## config.mk

```make
export PLATFORM = sky130hd
export DESIGN_NAME = daub6_window_feeder
export DESIGN_NICKNAME = d
export VERILOG_FILES = /design/src/rtl/daub6_window_feeder.sv
export SDC_FILE = /design/constraint.sdc
export NUM_CORES = 1
export LEC_CHECK = 0
export CAP_MARGIN = 30
export CORE_MARGIN = 2
export CORE_UTILIZATION = 48
export CTS_BUF_LIST = sky130_fd_sc_hd__clkbuf_4 sky130_fd_sc_hd__clkbuf_8 sky130_fd_sc_hd__clkbuf_16
export CTS_CLUSTER_SIZE = 28
export DETAILED_ROUTE_END_ITERATION = 7
export GPL_ROUTABILITY_DRIVEN = 0
export MAX_ROUTING_LAYER = met4
export PLACE_DENSITY = 0.8
export SETUP_SLACK_MARGIN = 0.2
export SYNTH_ARGS = -nofsm -noshare
export SYNTH_HDL_FRONTEND = slang
export SYNTH_SLANG_ARGS = --single-unit
```

## constraint.sdc

```tcl
create_clock -name clk -period 9.2 [get_ports clk]
set_input_delay 1.38 -clock clk [delete_from_list [all_inputs] [get_ports clk]]
set_output_delay 1.38 -clock clk [all_outputs]
set_load 0.005 [all_outputs]
```

## src/rtl/daub6_window_feeder.sv

```systemverilog
// Sliding 10-sample window feeder producing 16-word decimate-by-2 polyphase windows.
// Optional build macro DAUB6_WIN_ZEROFILL_EN: start in RUN with a zero-padded first window.
module daub6_window_feeder #(
    parameter int DATA_WIDTH = 16
) (
    input  logic                         clk,
    input  logic                         rst,
    input  logic signed [DATA_WIDTH-1:0] in_data,
    input  logic                         in_valid,
    output logic                         in_ready,
    output logic signed [DATA_WIDTH-1:0] win0,
    output logic signed [DATA_WIDTH-1:0] win1,
    output logic signed [DATA_WIDTH-1:0] win2,
    output logic signed [DATA_WIDTH-1:0] win3,
    output logic signed [DATA_WIDTH-1:0] win4,
    output logic signed [DATA_WIDTH-1:0] win5,
    output logic signed [DATA_WIDTH-1:0] win6,
    output logic signed [DATA_WIDTH-1:0] win7,
    output logic signed [DATA_WIDTH-1:0] win8,
    output logic signed [DATA_WIDTH-1:0] win9,
    output logic signed [DATA_WIDTH-1:0] win10,
    output logic signed [DATA_WIDTH-1:0] win11,
    output logic signed [DATA_WIDTH-1:0] win12,
    output logic signed [DATA_WIDTH-1:0] win13,
    output logic signed [DATA_WIDTH-1:0] win14,
    output logic signed [DATA_WIDTH-1:0] win15,
    output logic                         win_valid,
    input  logic                         win_ready,
    output logic                         fsm_state
);

    typedef enum logic {
        FILL = 1'b0,
        RUN  = 1'b1
    } state_t;

`ifdef DAUB6_WIN_ZEROFILL_EN
    localparam state_t RESET_STATE = RUN;
`else
    localparam state_t RESET_STATE = FILL;
`endif

    // Handshakes: a sample moves when in_valid && in_ready, a window moves when
    // win_valid && win_ready; the only stall is the sample that would complete a window.
    state_t                       state;
    state_t                       state_nx;
    logic   [3:0]                 cnt;
    logic   [3:0]                 cnt_nx;
    logic                         completes;
    logic                         accept;
    logic                         capture;
    logic signed [DATA_WIDTH-1:0] w       [10];
    logic signed [DATA_WIDTH-1:0] shifted [10];
    logic signed [DATA_WIDTH-1:0] win_q   [16];

    always_comb begin
        completes = (state == FILL) ? (cnt == 4'd9) : (cnt == 4'd7);
        in_ready  = !(completes && win_valid && !win_ready);
        accept    = in_valid && in_ready;
        capture   = accept && completes;
        state_nx  = state;
        cnt_nx    = cnt;
        if (accept) begin
            if (completes) begin
                state_nx = RUN;
                cnt_nx   = 4'd0;
            end else begin
                cnt_nx = cnt + 4'd1;
            end
        end
    end

    always_comb begin
        for (int i = 0; i < 9; i++) begin
            shifted[i] = w[i+1];
        end
        shifted[9] = in_data;
    end

    always_ff @(posedge clk or posedge rst) begin
        if (rst) begin
            state <= RESET_STATE;
            cnt   <= 4'd0;
        end else begin
            state <= state_nx;
            cnt   <= cnt_nx;
        end
    end

    always_ff @(posedge clk or posedge rst) begin
        if (rst) begin
            for (int i = 0; i < 10; i++) begin
                w[i] <= '0;
            end
            for (int i = 0; i < 16; i++) begin
                win_q[i] <= '0;
            end
            win_valid <= 1'b0;
        end else begin
            if (accept) begin
                for (int i = 0; i < 10; i++) begin
                    w[i] <= shifted[i];
                end
            end
            // Lane k starts at w[2k]; the last two samples carry into the next window.
            if (capture) begin
                for (int k = 0; k < 4; k++) begin
                    for (int j = 0; j < 4; j++) begin
                        win_q[4*k+j] <= shifted[2*k+j];
                    end
                end
            end
            win_valid <= capture || (win_valid && !win_ready);
        end
    end

    assign win0      = win_q[0];
    assign win1      = win_q[1];
    assign win2      = win_q[2];
    assign win3      = win_q[3];
    assign win4      = win_q[4];
    assign win5      = win_q[5];
    assign win6      = win_q[6];
    assign win7      = win_q[7];
    assign win8      = win_q[8];
    assign win9      = win_q[9];
    assign win10     = win_q[10];
    assign win11     = win_q[11];
    assign win12     = win_q[12];
    assign win13     = win_q[13];
    assign win14     = win_q[14];
    assign win15     = win_q[15];
    assign fsm_state = state;

endmodule

```

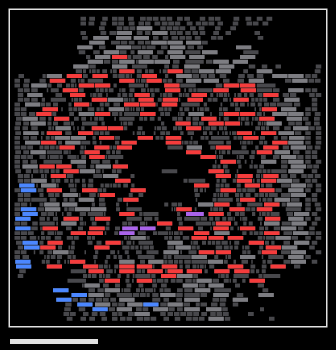
Fig. 1. Where the registers sit (run 1).
Bar = 50 um. Other sequential cells in the stronger grey, the rest of the logic in the fainter grey.
signal	colour	placed flops
shifted	red	144
cnt	purple	4
win15	blue	16
Seq/total area: 42.0%
area taken by flip-flops and latches: 7760 um2
utilization after layout: 60.5%
sequential power: 0.00210 W

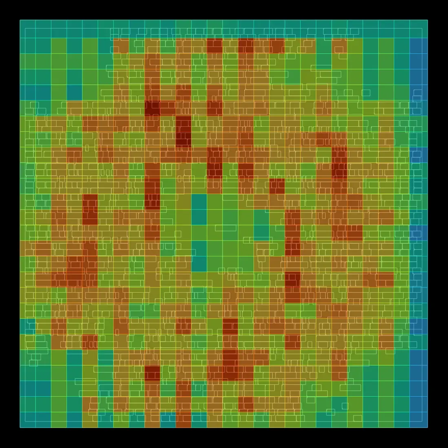
Fig. 2. Routing congestion (run 1).
global-route usage over all layers: 22.9%
busiest layer in global routing: met2
met1 capacity usage during global routing: 30.8%
GR Layer Usage met2: 35.5%
met3 Resource Use GR: 4.18%

==> run notes, run 1 <==
Notes on the flow run.

- The post-cts resize count is 0, for reference.
- The register with the most flip-flops in the layout has 144 of them.
- In the synthesized netlist, the cells that appear most often are 310 x dfrtp_1, 146 x nand2_1, 145 x nand2b_1, 144 x o2111ai_1, 144 x o211ai_1.
- The number of buffers created by CTS is 34, for reference.
- STA classifies the critical path startpoint as a primary input.
- Once routing completed, OpenROAD measured the worst setup slack at 3740 ps.
- The arrival time reported for the critical path endpoint is 4080 ps, for reference.
- Of the available clock period, the critical path in the final layout requires 59.3%.
- The number of logged tool warnings is 30, for reference.
- Detailed placement ended at an HPWL of 22400 um.
- The number of synthesized flops with an enable pin is 0, for reference.
- The tally of non-filler cells in the final layout is 1830, for reference.
- Summed over its instances, the top area cell type makes up 51.9% of the synthesized netlist area.
- The min-delay analysis places its worst path in the category reg -> reg.
- The flow ran to the end, and the final reports show no timing, DRC or antenna violations.
- In this design, the critical path's most frequently occurring cell is clkdlybuf4s50_1.
- The sequential-to-total area share from yosys stat is 51.9%, for reference.
- Looking at the cell usage after synthesis, the top flip-flop cell is dfrtp_1.
- The most frequently used library cell after synthesis is dfrtp_1.
- The critical path launch point is win_ready, for reference.
- The count of fill cells added during filler insertion is 2410, for reference.
- The finished cells cover 18500 um2.
- The final critical delay including setup and external delays is 5460 ps, for reference.
- Looking at the worst setup and hold paths, the clock pins of their registers show a slew of 60 ps.
- The post-layout total power is 0.00515 W, for reference.
- For the pin with the worst max-slew slack, the measured transition is 987 ps.
- The number of stages on the worst setup path is 6, for reference.
- The maximum number of buffers from clock root to sink is 3, for reference.
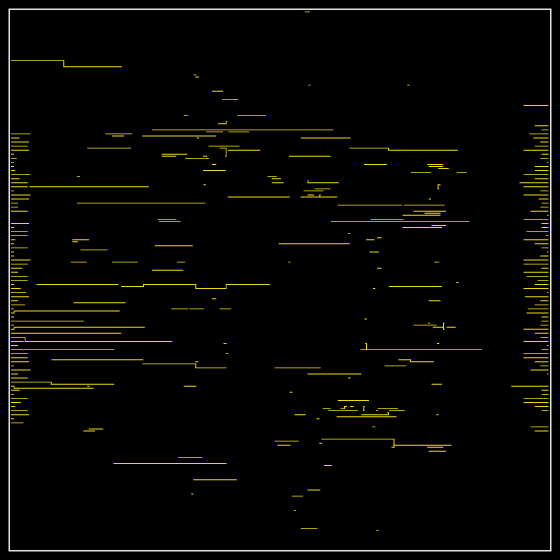
Fig. 3. Met3 routing (run 1).
nets with wire on the layer	215
main direction	horizontal
total number of vias: 10900
routed wire length: 36800 um

## run 1: worst reg2reg max path, delay by kind of cell, from the launching register on
kind / cells / cell delay (ps)
AND-OR/OR-AND: 2 / 1090
buffers and inverters: 1 / 800
flip-flops: 1 / 430
AND/OR/NAND/NOR: 1 / 1010
## run 1: metal layers
layer | wire (um) | up-vias | track usage (%)
met5 | 0 | - | -
met4 | 1020 | 0 | 6.94
met3 | 2110 | 70 | 4.18
met2 | 17800 | 400 | 35.5
met1 | 15800 | 5561 | 30.8
li1 | - | 4896 | -
## run 1: final cells by class
| type | instances | share of cell area, % |
|---|---|---|
| clock buffers | 49 | 5.70 |
| multi-input cells | 760 | 31.8 |
| well taps | 396 | 2.68 |
| clock inverters | 12 | 1.19 |
| repair buffers | 298 | 16.5 |
| flip-flops and latches | 310 | 42.0 |
| inverters | 5 | 0.122 |
## run 1: cells in the final DEF, fill, tap and decap left out, drive strengths merged, types with 3 or more instances in the layout
| cell type | instances |
|---|---|
| o211ai | 144 |
| o221ai | 3 |
| clkbuf | 50 |
| nand2b | 145 |
| mux2 | 160 |
| dfrtp | 310 |
| inv | 4 |
| buf | 20 |
| o2111ai | 144 |
| nand2 | 146 |
| clkinv | 5 |
| clkdlybuf4s50 | 277 |
| bufinv | 6 |
## run 1: cell families (layout without fill, tap and decap cells)
| family | count (synthesis) | after routing | synth area share, % |
|---|---|---|---|
| flip-flops | 310 | 310 | 51.9 |
| AND-OR/OR-AND | 297 | 297 | 16.2 |
| adder cells (fa/ha/maj) | 1 | 1 | 0.0837 |
| AND/OR/NAND/NOR | 301 | 301 | 10.3 |
| buffers and inverters | 233 | 364 | 8.95 |
| multiplexers | 161 | 161 | 12.6 |
## Run 2: what changed since run 1
==> constraint.sdc (replaced) <==
create_clock -name clk -period 4.7 [get_ports clk]
set_input_delay 0.705 -clock clk [delete_from_list [all_inputs] [get_ports clk]]
set_output_delay 0.705 -clock clk [all_outputs]
set_load 0.005 [all_outputs]
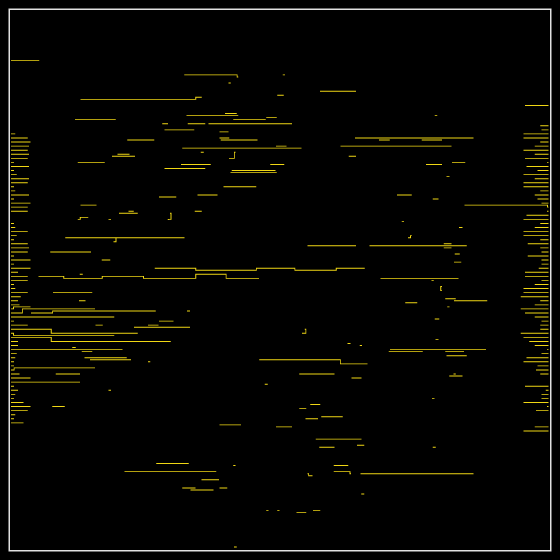
Fig. 4. Met3 routing (run 2).
wire length on this layer	2060 um
main direction	horizontal
total number of vias: 10900
routed wire length: 37300 um
met3 Resource Use GR: 4.04%

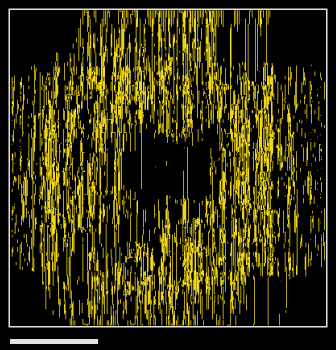
Fig. 5. Met2 routing (run 2).
Bar = 50 um.
wire length on this layer	18100 um
main direction	vertical
longest straight run	53.9 um
nets with wire on the layer	1251
share of all routed wire	48%
GR Layer Usage met2: 36.0%

==> run 2 against run 1 <==
  * Sequential share of layout area increased by 0.45 points
  * Critical path depth decreased by 3
  * Clock skew increased by 4.1 ps
  * Synthesized cell count unchanged
  * Largest power group unchanged
  * Routed wire length increased by 1.5%
  * Area after synthesis unchanged
  * Via count decreased by 0.33%
  * Register-to-register slack got worse by 3800 ps
  * Clock-buffer cell count increased by 4
  * Core utilization decreased by 0.65 points
  * Worst hold slack got worse by 2.6 ps
  * First-iteration DRC count increased by 15%
==> run notes, run 2 <==
Notes on the flow run.

- The final instance area is 18300 um2 (was 18500 um2), for reference.
- The main flop type is dfrtp_1 (unchanged).
- The most common logic cell in the routed design is dfrtp_1 (unchanged), for reference.
- The Yosys warning count was 0 (unchanged).
- The number of synthesized flops with an enable pin is 0 (unchanged), for reference.
- The final count of hold timing violations came to 0 (unchanged).
- The cell with the most instances after synthesis was dfrtp_1 (unchanged).
- The logic gate share of total power is 30.3% (was 29.8%), for reference.
- The share of the synthesized area in the top cell type is 51.9% (unchanged).
- The full die area is 32600 um2 (unchanged), for reference.
- The critical path startpoint category is a flop (was primary input), for reference.
- The port buffer count is 278 (unchanged).
- The total global routing track utilization is 23.1% (was 22.9%), for reference.
- The post-cts resize count is 0 (unchanged), for reference.
- The post-synthesis average cell area is 11.5 um2 (unchanged), for reference.
- The share of the synthesized netlist area taken by xor and xnor gates is 0% (unchanged), for reference.
- The sequential-to-total area share from yosys stat was 51.9% (unchanged).
- The clock-pin slew reported for the worst setup and hold paths after clock tree synthesis was 50 ps (was 60 ps).
- The maximum number of buffers from clock root to sink is 3 (unchanged), for reference.
- The routed wirelength normalized by instance count came to 20.5 um (was 20.1 um).
- Synth top cells by count: 310 x dfrtp_1, 146 x nand2_1, 145 x nand2b_1, 144 x o2111ai_1, 144 x o211ai_1 (unchanged).
- The actual transition at the worst max-transition pin is 974 ps (was 987 ps), for reference.
- The number of levels the H-tree was split into is 2 (unchanged).
- The overflow left after global routing is 0 (unchanged), for reference.
- Highest-count cells in the layout ignoring fill and taps: 309 x dfrtp_1, 277 x clkdlybuf4s50_1, 146 x nand2_1 (unchanged).
- The number of buffers created by CTS was 35 (was 34).
- The reg-to-reg critical path startpoint is cnt[0] (was cnt[3]), for reference.
- The arrival time reported for the critical path endpoint is 2360 ps (was 4080 ps), for reference.
- After layout, the minimum clock period comes to 3060 ps.
- The HPWL after detailed placement is 22300 um (was 22400 um), for reference.
- The mux share of post-synthesis cell area is 12.6% (unchanged), for reference.
- The adder and majority cell fraction of the synthesized area is 0.0837% (unchanged).
- The area fraction in compound gates after synthesis is 16.2% (unchanged), for reference.
- Outcome: finished clean (unchanged).
- After layout, the worst path uses 65.1% of the clock period.
- The antenna violation net count after detailed routing is 0 (unchanged), for reference.
- The internal power summed over all cells is 0.00705 W (was 0.00370 W), for reference.
- The count of fill cells added during filler insertion is 2411 (was 2410), for reference.
- The simple-gate portion of the synthesized area is 10.3% (unchanged), for reference.
- The main logic family after synthesis is AND-OR/OR-AND gates (unchanged), for reference.
- The class of the tightest hold or removal check is reg -> reg (unchanged), for reference.
- The number of design rule violations left after detail routing is 0 (unchanged), for reference.
- The part of the total power dissipated in the clock network is 27.9% (was 29.4%).
- The number of cell instances after yosys synthesis is 1303 (unchanged), for reference.
- The synthesis-stage register bit count is 310 (unchanged).
- The critical path launch point is cnt[0] (was win_ready).
- The tally of non-filler cells in the final layout was 1824 (was 1830).
- The flip-flop count of the largest register, all copies and words added came to 144 (unchanged).
- The number of logged tool warnings is 35 (was 30), for reference.
[run 2: cell counts after synthesis]
Identical to the previous run, type by type.
[run 2: power groups by stage]
stage	Sequential (W)	Combinational [W]	Clock, W
2_1_floorplan	0.00395	0.00157	0
3_3_place_gp	0.00412	0.00295	0
3_5_place_dp	0.00416	0.00301	0
4_1_cts	0.00413	0.00303	0.00281
5_1_grt	0.00423	0.00321	0.00292
6_report	0.00413	0.00300	0.00276
[run 2: critical path, cell delays in order, from the launching register on]
cell	delay, ps
dfrtp_4	1050
o211a_4	300
inv_1	40
clkdlybuf4s50_1	440
[run 2: worst max path at each step]
stage	slack, ps	to	cells after the start
floorplan	-130	cnt[0]	1
CTS	1630	in_ready	3
global route	1550	in_ready	3
detailed placement	1710	win5[13]	4
global placement	1750	win5[4]	4
finish	1640	in_ready	3
[run 2: final cells by class]
cell class	instances	area [um2]	area share, %
Sequential cell	310	7760	42.4
Multi-Input combinational cell	760	5880	32.2
Timing Repair Buffer	294	2960	16.2
Clock buffer	53	1100	5.99
Tap cell	396	495	2.71
Clock inverter	6	80.1	0.438
Inverter	5	22.5	0.123
[run 2: per-layer routing]
metal	vias to the layer above	share of wire (%)	global-route usage, %
met4	0	2.8	6.97
li1	4894	-	-
met3	67	5.5	4.04
met5	-	0	-
met1	5556	43	31.0
met2	374	48	36.0
[run 2: per-stage QoR]
stage	setup TNS, ps	util [%]	worst slack, ps	total power [W]
global route	0	59.8	1550	0.0104
CTS	0	59.8	1630	0.00997
detailed placement	0	56.0	1710	0.00717
global placement	0	56.0	1750	0.00706
finish	0	59.8	1640	0.00988
floorplan	-40900	-	-132	0.00552
Power figures rest on the tool's default switching activity, not on a simulated workload.
